===== src/rtl/serial_adder_pkg.sv =====
// Shared definitions for the bit-serial adder/subtractor: FSM state encoding
// and the operation-mode encoding used on the mode input.
package serial_adder_pkg;

  typedef enum logic [1:0] {
    S_IDLE = 2'd0,
    S_RUN  = 2'd1,
    S_DONE = 2'd2
  } state_t;

  localparam logic MODE_ADD = 1'b0;
  localparam logic MODE_SUB = 1'b1;

endpackage


===== src/rtl/fa.sv =====
// One-bit full adder made from two half adders; the carry out is the OR of
// the two partial carries (they can never both be high).
module fa (
  input  logic a,
  input  logic b,
  input  logic ci,
  output logic s,
  output logic co
);

  logic s0, c0, c1;

  ha u_ha0 (.a(a),  .b(b),  .s(s0), .c(c0));
  ha u_ha1 (.a(s0), .b(ci), .s(s),  .c(c1));

  assign co = c0 | c1;

endmodule


===== src/rtl/ha.sv =====
// One-bit half adder cell, the building block of the full adder.
module ha (
  input  logic a,
  input  logic b,
  output logic s,
  output logic c
);

  assign s = a ^ b;
  assign c = a & b;

endmodule


===== src/rtl/serial_adder.sv =====
// Bit-serial adder/subtractor: operands are consumed LSB-first through a
// single full-adder cell, one bit per clock, under a start/busy/done
// handshake. Subtraction is a + ~b + 1, so the carry flop is preset to 1.
module serial_adder
  import serial_adder_pkg::*;
#(
  parameter int WIDTH = 8
) (
  input  logic             clk,
  input  logic             rst_n,
  input  logic             start,
  input  logic             mode,
  input  logic [WIDTH-1:0] a,
  input  logic [WIDTH-1:0] b,
  output logic             busy,
  output logic             done,
  output logic [WIDTH-1:0] sum,
  output logic             cout,
  output logic             ovf
);

  localparam int CNT_W = $clog2(WIDTH);
  localparam logic [CNT_W-1:0] CNT_LAST = CNT_W'(WIDTH - 1);

  state_t state, state_d;
  logic accept, last_bit;

  logic [WIDTH-1:0] op_a, op_b;
  logic [WIDTH-2:0] acc;
  logic [WIDTH-1:0] acc_shift;
  logic [CNT_W-1:0] cnt;
  logic             carry;
  logic             bit_s, bit_c;

  fa u_fa (
    .a (op_a[0]),
    .b (op_b[0]),
    .ci(carry),
    .s (bit_s),
    .co(bit_c)
  );

  // Accumulated result bits with the newest sum bit entering at the MSB.
  assign acc_shift = {bit_s, acc};

  assign busy = (state == S_RUN);
  assign done = (state == S_DONE);

  // FSM state register.
  always_ff @(posedge clk or negedge rst_n) begin
    if (!rst_n) begin
      state <= S_IDLE;
    end else begin
      state <= state_d;
    end
  end

  // Next state plus the accept / final-bit strobes for the datapath.
  always_comb begin
    state_d  = state;
    accept   = 1'b0;
    last_bit = 1'b0;
    case (state)
      S_IDLE: begin
        if (start) begin
          state_d = S_RUN;
          accept  = 1'b1;
        end
      end
      S_RUN: begin
        if (cnt == CNT_LAST) begin
          state_d  = S_DONE;
          last_bit = 1'b1;
        end
      end
      S_DONE: begin
        if (start) begin
          state_d = S_RUN;
          accept  = 1'b1;
        end else begin
          state_d = S_IDLE;
        end
      end
      default: state_d = S_IDLE;
    endcase
  end

  // Operand/accumulator shift registers, carry flop and bit counter.
  always_ff @(posedge clk or negedge rst_n) begin
    if (!rst_n) begin
      op_a  <= '0;
      op_b  <= '0;
      acc   <= '0;
      carry <= 1'b0;
      cnt   <= '0;
    end else if (accept) begin
      op_a  <= a;
      op_b  <= (mode == MODE_SUB) ? ~b : b;
      carry <= (mode == MODE_ADD) ? 1'b0 : 1'b1;
      cnt   <= '0;
    end else if (state == S_RUN) begin
      op_a  <= {1'b0, op_a[WIDTH-1:1]};
      op_b  <= {1'b0, op_b[WIDTH-1:1]};
      acc   <= acc_shift[WIDTH-1:1];
      carry <= bit_c;
      if (!last_bit) begin
        cnt <= cnt + CNT_W'(1);
      end
    end
  end

  // Result registers, updated only on the MSB step so they hold between ops.
  always_ff @(posedge clk or negedge rst_n) begin
    if (!rst_n) begin
      sum  <= '0;
      cout <= 1'b0;
      ovf  <= 1'b0;
    end else if (last_bit) begin
      sum  <= acc_shift;
      cout <= bit_c;
      ovf  <= carry ^ bit_c;
    end
  end

endmodule


===== config.mk =====
export PLATFORM = sky130hd
export DESIGN_NAME = serial_adder
export DESIGN_NICKNAME = d
export VERILOG_FILES = /design/src/rtl/serial_adder_pkg.sv /design/src/rtl/fa.sv /design/src/rtl/ha.sv /design/src/rtl/serial_adder.sv
export SDC_FILE = /design/constraint.sdc
export NUM_CORES = 1
export LEC_CHECK = 0
export CORE_MARGIN = 2
export CORE_UTILIZATION = 55
export DETAILED_ROUTE_END_ITERATION = 10
export GPL_TIMING_DRIVEN = 1
export PLACE_DENSITY = 0.87
export SYNTH_ARGS = -nofsm -noshare
export SYNTH_HDL_FRONTEND = slang
export SYNTH_SLANG_ARGS = --single-unit
export TNS_END_PERCENT = 30

===== constraint.sdc =====
create_clock -name clk -period 3.8 [get_ports clk]
set_clock_uncertainty 0.15 [all_clocks]
set_input_delay 0.76 -clock clk [delete_from_list [all_inputs] [get_ports clk]]
set_output_delay 0.76 -clock clk [all_outputs]
set_load 0.01 [all_outputs]

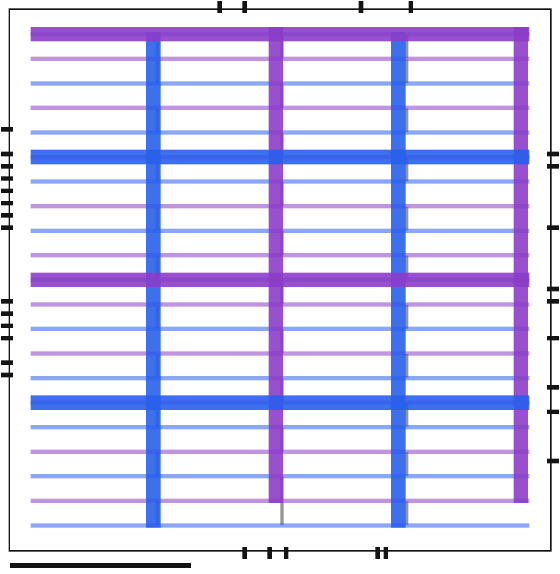
run_1/pdn.png
Scale bar: 20 um. Pins as bars on the die edge. Tap cells in gray.
- VDD: purple
- VSS: blue
- met4 straps: 4
- met1 rails: 21
- signal pins: 32

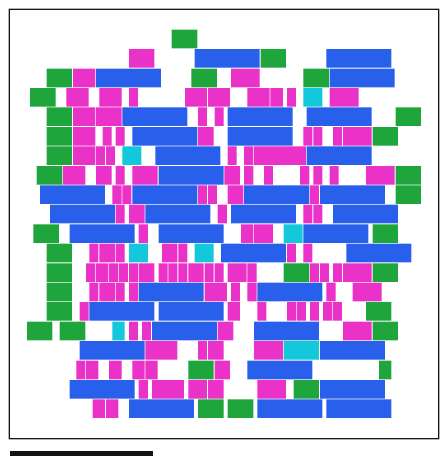
run_1/cell_classes.png
Scale bar: 20 um.
- all other logic: magenta (cells 118; share of their area 34%)
- flip-flops: blue (cells 39; share of their area 48%)
- clock drivers and dummy loads: cyan (cells 7; share of their area 2.8%)
- other buffers and delay cells: green (cells 31; share of their area 15%)

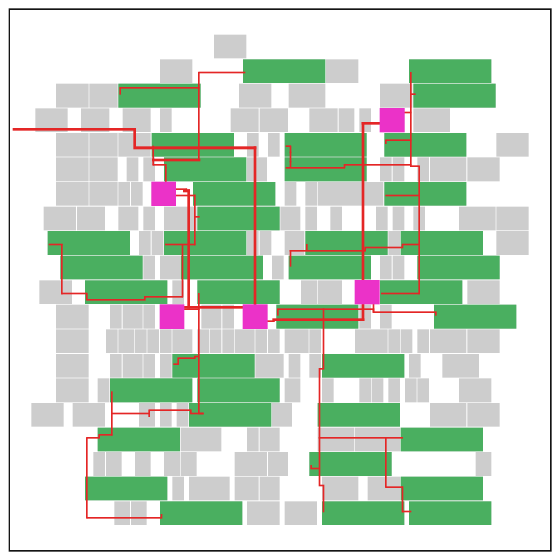
run_1/clock_map.png
- clock wires: red (length 383 um)
- cells driving clock nets: magenta (count 5)
- flip-flops: green (count 39)
- routed clock nets: 6

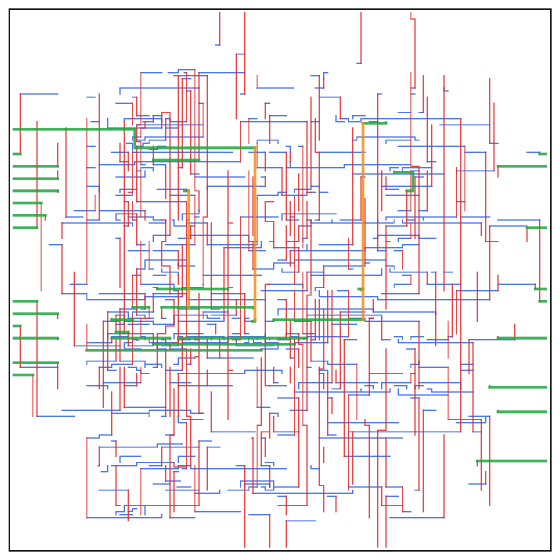
run_1/metal_stack.png
- met4: orange (wire length 53.7 um)
- met3: green (wire length 209 um)
- met2: red (wire length 1540 um)
- met1: blue (wire length 1230 um)

==> impl_metrics.env, run 1 <==
# flow metrics
export IMPL_drv_cap=0
export IMPL_routabilityCongestion=0.8119
export IMPL_final_seq_area_um2=975.9
export IMPL_fmax_ghz=0.3072
export IMPL_hold_start="acc[0]"
export IMPL_finalSetupViolCount=0
export IMPL_yosys_stat_area_um2=1713
export IMPL_yosys_mux_area_fraction_pct=5.917
export IMPL_status="completed"
export IMPL_drt_iter0_markers=45
export IMPL_edf_count=0
export IMPL_whs_ns=0.3477
export IMPL_htreeDepth=2
export IMPL_drt_pass1_iter_count=4
export IMPL_xor_share_pct=4.602
export IMPL_grt_met1_usage_pct=23.99
export IMPL_wirelength_um=3032
export IMPL_path_cells="nand2b_1 -> inv_2 -> clkdlybuf4s50_1"
export IMPL_post_cts_buffers=0
export IMPL_fin_crit_sh_pct=85.67
export IMPL_wl_met2_um=1542
export IMPL_cp_top_family="buffers and inverters"
export IMPL_leakage_nw=0.9594
export IMPL_r2r_start="state[1]"
export IMPL_vias=1268
export IMPL_syn_nets=190
export IMPL_grt_max_degree=40
export IMPL_reg2reg_depth=4
export IMPL_top_regs="op_a: 8 flops, op_b: 8 flops, sum: 8 flops"
export IMPL_ff_type="dfrtp_1"
export IMPL_antenna_found_initial=0
export IMPL_hold_end="acc[0]"
export IMPL_grt_util_all_layers_pct=19.76
export IMPL_slew_headroom_pct=34.87
export IMPL_log_warning_count=26
export IMPL_cts_tree="done"
export IMPL_cts_resized=0
run 1: worst register-to-register path: stages (launching register included):
cell and delay (ns):
dfrtp_1 0.41, nand2b_1 0.49, inv_2 0.50, nor2_1 0.18, a221o_1 0.33
run 1: stage by stage:
stage               area, um^2  setup slack, ns  util [%]  cells
detailed placement        1999           0.9376     66.58    221
global placement          1999           0.9890     66.58    221
CTS                       2056           0.5609     68.46    228
global route              2056           0.4045     68.46    228
finish                    2056           0.5447     68.46    228
floorplan                 1713            2.080         -    167
run 1: synthesized netlist by cell type, types with 2 or more instances:
cell type	n	area share, %
a221o_1	3	1.8
a22oi_1	2	0.88
a31oi_1	10	3.7
buf_2	5	1.5
buf_4	4	1.8
dfrtp_1	39	57
ha_1	2	1.5
inv_1	3	0.66
mux2_2	9	5.9
nand2_1	47	10
nand2b_1	2	0.73
nand3_1	5	1.5
nor2_1	14	3.1
nor2b_1	2	0.73
o21ai_1	3	0.88
xnor2_1	4	2.0
xor2_1	5	2.6
run 1: power by group:
part	total [W]	switching [W]	internal, W
combinational	0.000651	0.000332	0.000319
clock	0.000206	0.000120	0.0000858
sequential	0.000726	0.000117	0.000609
total	0.00158	0.000570	0.00101
run 1: final cells by class:
class / instances / area share [%]
tap: 33 / 2.009
clock inverter: 1 / 0.2435
inverter: 4 / 0.7304
timing repair buffer: 31 / 14.85
clock buffer: 6 / 2.495
multi-input combinational: 114 / 32.20
sequential: 39 / 47.47
run 1: layout by cell type, fill, tap and decap left out, types with 4 or more instances in the layout:
cell             instances
nand3_1                  5
clkbuf_4                 5
xnor2_1                  4
nand2_1                 47
nor2_1                  14
xor2_1                   5
dfrtp_1                 39
mux2_2                   9
a31oi_1                 10
clkdlybuf4s50_1         30
## Run 2: what changed since run 1
--- a/config.mk
+++ b/config.mk
@@ -5,6 +5,7 @@
 export SDC_FILE = /design/constraint.sdc
 export NUM_CORES = 1
 export LEC_CHECK = 0
+export CAP_MARGIN = 20
 export CORE_MARGIN = 2
 export CORE_UTILIZATION = 55
 export DETAILED_ROUTE_END_ITERATION = 10
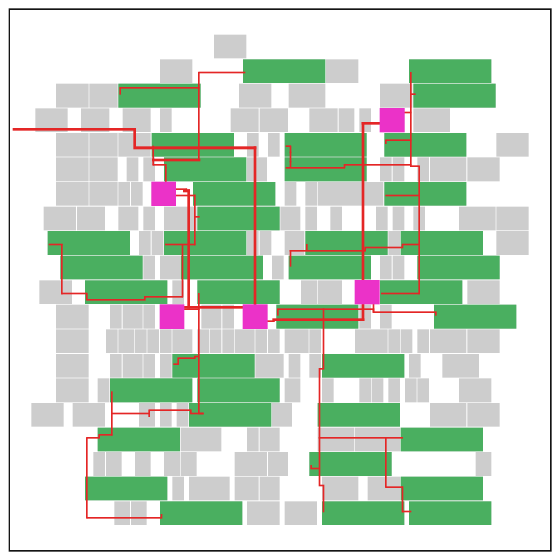
run_2/clock_map.png
- cells driving clock nets: magenta (count 5)
- flip-flops: green (count 39)
- clock wires: red (length 383 um)
- routed clock nets: 6

==> run 2 against run 1 <==
Via count unchanged. Sequential share of layout area unchanged. Routed wire length unchanged. Final area unchanged. Synthesized cell count unchanged.
==> impl_metrics.env, run 2 <==
# flow metrics
export IMPL_status="completed"
export IMPL_stdcell_area_um2=2056
export IMPL_final_common_cell="nand2_1"
export IMPL_top_cell="nand2_1"
export IMPL_hp_class="reg2reg"
export IMPL_grt_max_degree=40
export IMPL_yosys_stat_area_um2=1713
export IMPL_syn_nets=190
export IMPL_synth_area_top_cells="dfrtp_1 57%, nand2_1 10%, mux2_2 5.9%"
export IMPL_cts_resized=0
export IMPL_pwr_share_clk_pct=13.0
export IMPL_switching_share_pct=35.98
export IMPL_power_switching_w=0.0005697
export IMPL_nNetsFinal=218
export IMPL_post_route_util_pct=68.46
export IMPL_fin_crit_sh_pct=85.67
export IMPL_post_cts_buffers=0
export IMPL_seq_power_share_pct=45.9
export IMPL_intPower_w=0.001014
export IMPL_path_cells="nand2b_1 -> inv_2 -> clkdlybuf4s50_1"
export IMPL_pre_cts_slack_ns=0.9376
export IMPL_slew_headroom_pct=34.87
export IMPL_edf_count=0
export IMPL_grt_util_met2_pct=33.70
export IMPL_final_cell_mix="47 x nand2_1, 39 x dfrtp_1, 30 x clkdlybuf4s50_1, 14 x nor2_1, 10 x a31oi_1"
export IMPL_log_warning_count=26
export IMPL_grt_util_all_layers_pct=19.76
export IMPL_antenna_found_initial=0
export IMPL_port_buffers=31
export IMPL_combPwrFrac_pct=41.1
export IMPL_leakage_nw=0.9594
export IMPL_grt_overflow=0
export IMPL_diodes=0
export IMPL_grt_met1_usage_pct=23.99
export IMPL_drt_iter0_markers=45
export IMPL_yosysTopAreaCell="dfrtp_1"
export IMPL_wirelength_um=3032
export IMPL_ff_type="dfrtp_1"
export IMPL_yosys_top_cells_count="47 x nand2_1, 39 x dfrtp_1, 14 x nor2_1"
export IMPL_drv_cap=0
export IMPL_whs_ns=0.3477
export IMPL_htreeDepth=2
export IMPL_drt_pass1_iter_count=4
export IMPL_routed_via_density=5.561
export IMPL_vias=1268
export IMPL_top_regs="op_a: 8 flops, op_b: 8 flops, sum: 8 flops"
export IMPL_placed_cell_area_um2=1999
export IMPL_finalSetupViolCount=0
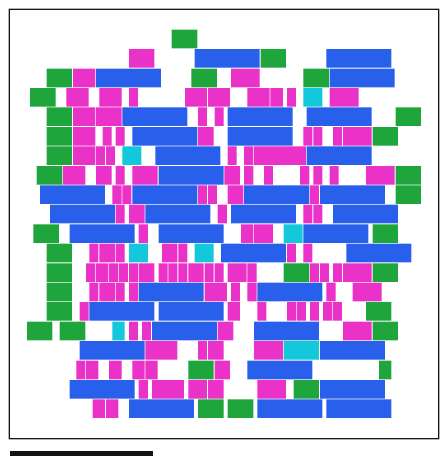
run_2/cell_classes.png
Scale bar: 20 um.
- flip-flops: blue (cells 39; share of their area 48%)
- all other logic: magenta (cells 118; share of their area 34%)
- clock drivers and dummy loads: cyan (cells 7; share of their area 2.8%)
- other buffers and delay cells: green (cells 31; share of their area 15%)

## run 2: cell counts after synthesis
No cell type changed its count.
## run 2: cell type report
| class | instances | area (um^2) |
|---|---|---|
| flip-flops and latches | 39 | 975.9 |
| fillers | 236 | 947.2 |
| multi-input cells | 114 | 661.9 |
| repair buffers | 31 | 305.3 |
| clock buffers | 6 | 51.30 |
| well taps | 33 | 41.29 |
| inverters | 4 | 15.01 |
| clock inverters | 1 | 5.005 |
## run 2: path summary, 6_finish.rpt
path | start | endpoint | slack, ns | depth (start not counted)
worst max-delay path | state[1] | busy | 0.54 | 3
worst min-delay path | acc[0] | acc[0] | 0.35 | 2
worst max register to register | state[1] | op_b[3] | 1.64 | 4
worst min register to register | acc[0] | acc[0] | 0.35 | 2
max in group asynchronous | rst_n | state[1] | 2.62 | 1
min in group asynchronous | rst_n | acc[2] | 0.36 | 1
## run 2: power groups by stage
stage	combinational, W	clock [W]	sequential, W
after floorplan	0.000446	0	0.000731
after global placement	0.000619	0	0.000720
after detailed placement	0.000655	0	0.000734
after CTS	0.000657	0.000212	0.000728
after global routing	0.000734	0.000229	0.000753
final	0.000651	0.000206	0.000726
## run 2: kinds of logic after synthesis
| group | synth area share (%) |
|---|---|
| compound gates | 8.253 |
| xor+xnor | 4.602 |
| fa+ha+maj | 2.629 |
| buf+inv | 4.382 |
| flops | 56.98 |
| mux | 5.917 |
| simple gates | 17.24 |
## run 2: critical path: cells and delay by family (launching register included)
family	cells	cell delay, ns
buffers and inverters	2	1.12
DFF	1	0.41
and+or+nand+nor	1	0.49
## run 2: per-layer routing
layer,share of wire (%),vias to the layer above
li1,-,608
met1,40,602
met2,51,51
met3,6.9,7
met4,1.7,0
met5,0,-
## Run 3: what changed since run 2
--- a/config.mk
+++ b/config.mk
@@ -8,6 +8,7 @@
 export CAP_MARGIN = 20
 export CORE_MARGIN = 2
 export CORE_UTILIZATION = 55
+export CTS_CLUSTER_DIAMETER = 30
 export DETAILED_ROUTE_END_ITERATION = 10
 export GPL_TIMING_DRIVEN = 1
 export PLACE_DENSITY = 0.87
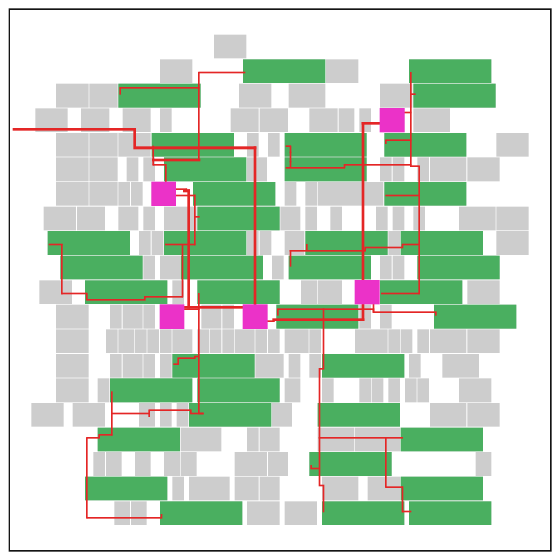
run_3/clock_map.png
- cells driving clock nets: magenta (count 5)
- flip-flops: green (count 39)
- clock wires: red (length 383 um)
- routed clock nets: 6

==> run 3 against run 2 <==
Via count stayed put. Sequential share of layout area did not move. Clock-buffer cell count unchanged. Sequential cell count stayed put. Fmax stayed put. Non-clock buffer count unchanged. Hold slack is the same. Worst setup slack did not move. Die area stayed put. Sequential power hardly changed. Critical path depth stayed put. Critical endpoint unchanged. Highest routed layer unchanged.
==> impl_metrics.env, run 3 <==
# flow metrics
export IMPL_status="completed"
export IMPL_adder_share_pct=2.630
export IMPL_grt_overflow=0
export IMPL_leakage_nw=0.9594
export IMPL_log_warning_count=26
export IMPL_yosysTopAreaCell="dfrtp_1"
export IMPL_crit_buf_inv=2
export IMPL_ys_sh_simple_pct=17.24
export IMPL_synth_logic_top_family="simple AND/OR/NAND/NOR gates"
export IMPL_cp_top_family="buffers and inverters"
export IMPL_wirelength_um=3032
export IMPL_placed_cell_area_um2=1999
export IMPL_drv_cap=0
export IMPL_drt_iter0_markers=45
export IMPL_yosys_area_share_aoi_pct=8.254
export IMPL_routed_via_density=5.561
export IMPL_syn_nets=190
export IMPL_drt_pass1_iter_count=4
export IMPL_xor_share_pct=4.602
export IMPL_finalSetupViolCount=0
export IMPL_vias=1268
export IMPL_top_regs="op_a: 8 flops, op_b: 8 flops, sum: 8 flops"
export IMPL_top_cell="nand2_1"
export IMPL_yosys_stat_area_um2=1713
export IMPL_path_cells="nand2b_1 -> inv_2 -> clkdlybuf4s50_1"
export IMPL_synth_area_top_cells="dfrtp_1 57%, nand2_1 10%, mux2_2 5.9%"
export IMPL_yosys_mux_area_fraction_pct=5.917
export IMPL_stdcell_area_um2=2056
export IMPL_antenna_found_initial=0
export IMPL_powerDensity_nw_per_um2=770.2
export IMPL_final_common_cell="nand2_1"
export IMPL_grt_util_all_layers_pct=19.76
export IMPL_hp_class="reg2reg"
export IMPL_grt_max_degree=40
export IMPL_post_route_util_pct=68.46
export IMPL_nNetsFinal=218
export IMPL_n_fill_cell=236
export IMPL_hold_start="acc[0]"
export IMPL_diodes=0
export IMPL_fin_crit_sh_pct=85.67
export IMPL_cts_resized=0
export IMPL_whs_ns=0.3477
export IMPL_htreeDepth=2
export IMPL_slew_headroom_pct=34.87
export IMPL_r2r_start="state[1]"
export IMPL_startpoint="state[1]"
export IMPL_pre_cts_slack_ns=0.9376
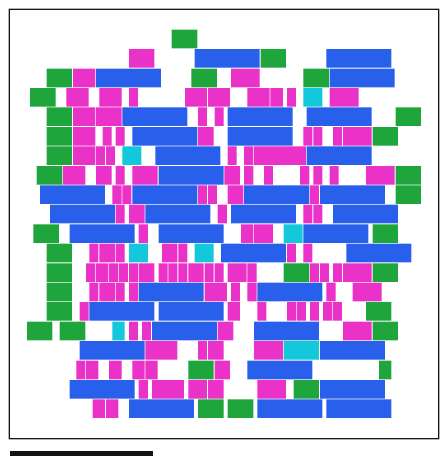
run_3/cell_classes.png
Scale bar: 20 um.
- other buffers and delay cells: green (cells 31; share of their area 15%)
- flip-flops: blue (cells 39; share of their area 48%)
- all other logic: magenta (cells 118; share of their area 34%)
- clock drivers and dummy loads: cyan (cells 7; share of their area 2.8%)

run 3: cell counts after synthesis:
No cell type changed its count.
run 3: routing by layer:
metal	GRT usage (%)	part of all wire, %
met3	4.545	6.9
met4	8.254	1.7
met2	33.70	51
met5	0	0
met1	23.99	40
run 3: path summary, 6_finish.rpt:
kind | cells past startpoint | slack, ns | end
max in group asynchronous | 1 | 2.62 | state[1]
max reg2reg | 4 | 1.64 | op_b[3]
min | 2 | 0.35 | acc[0]
min in group asynchronous | 1 | 0.36 | acc[2]
max | 3 | 0.54 | busy
min reg2reg | 2 | 0.35 | acc[0]
run 3: report_power, final:
part / switching, W / leakage [nW] / total, W / internal [W]
Clock: 0.000120 / 0.0341 / 0.000206 / 0.0000858
Combinational: 0.000332 / 0.439 / 0.000651 / 0.000319
Sequential: 0.000117 / 0.486 / 0.000726 / 0.000609
Total: 0.000570 / 0.959 / 0.00158 / 0.00101
run 3: worst min-delay path, cell delays in order, from the launching register on:
cell     delay, ns
dfrtp_1       0.37
nand2_1       0.05
nand2_1       0.05
run 3: kinds of logic after synthesis:
family,count (synthesis)
AOI/OAI and AO/OA,21
and+or+nand+nor,72
xor gates and xnor gates,9
DFF,39
adders and majority gates,3
muxes,9
buffers and inverters,14
run 3: area by class of cell:
cell class / count / area [um^2] / area share, %
Multi-Input combinational cell: 114 / 661.9 / 32.20
Clock inverter: 1 / 5.005 / 0.2435
Sequential cell: 39 / 975.9 / 47.47
Clock buffer: 6 / 51.30 / 2.495
Tap cell: 33 / 41.29 / 2.009
Timing Repair Buffer: 31 / 305.3 / 14.85
Inverter: 4 / 15.01 / 0.7304
Power and IR drop assume default switching activity.
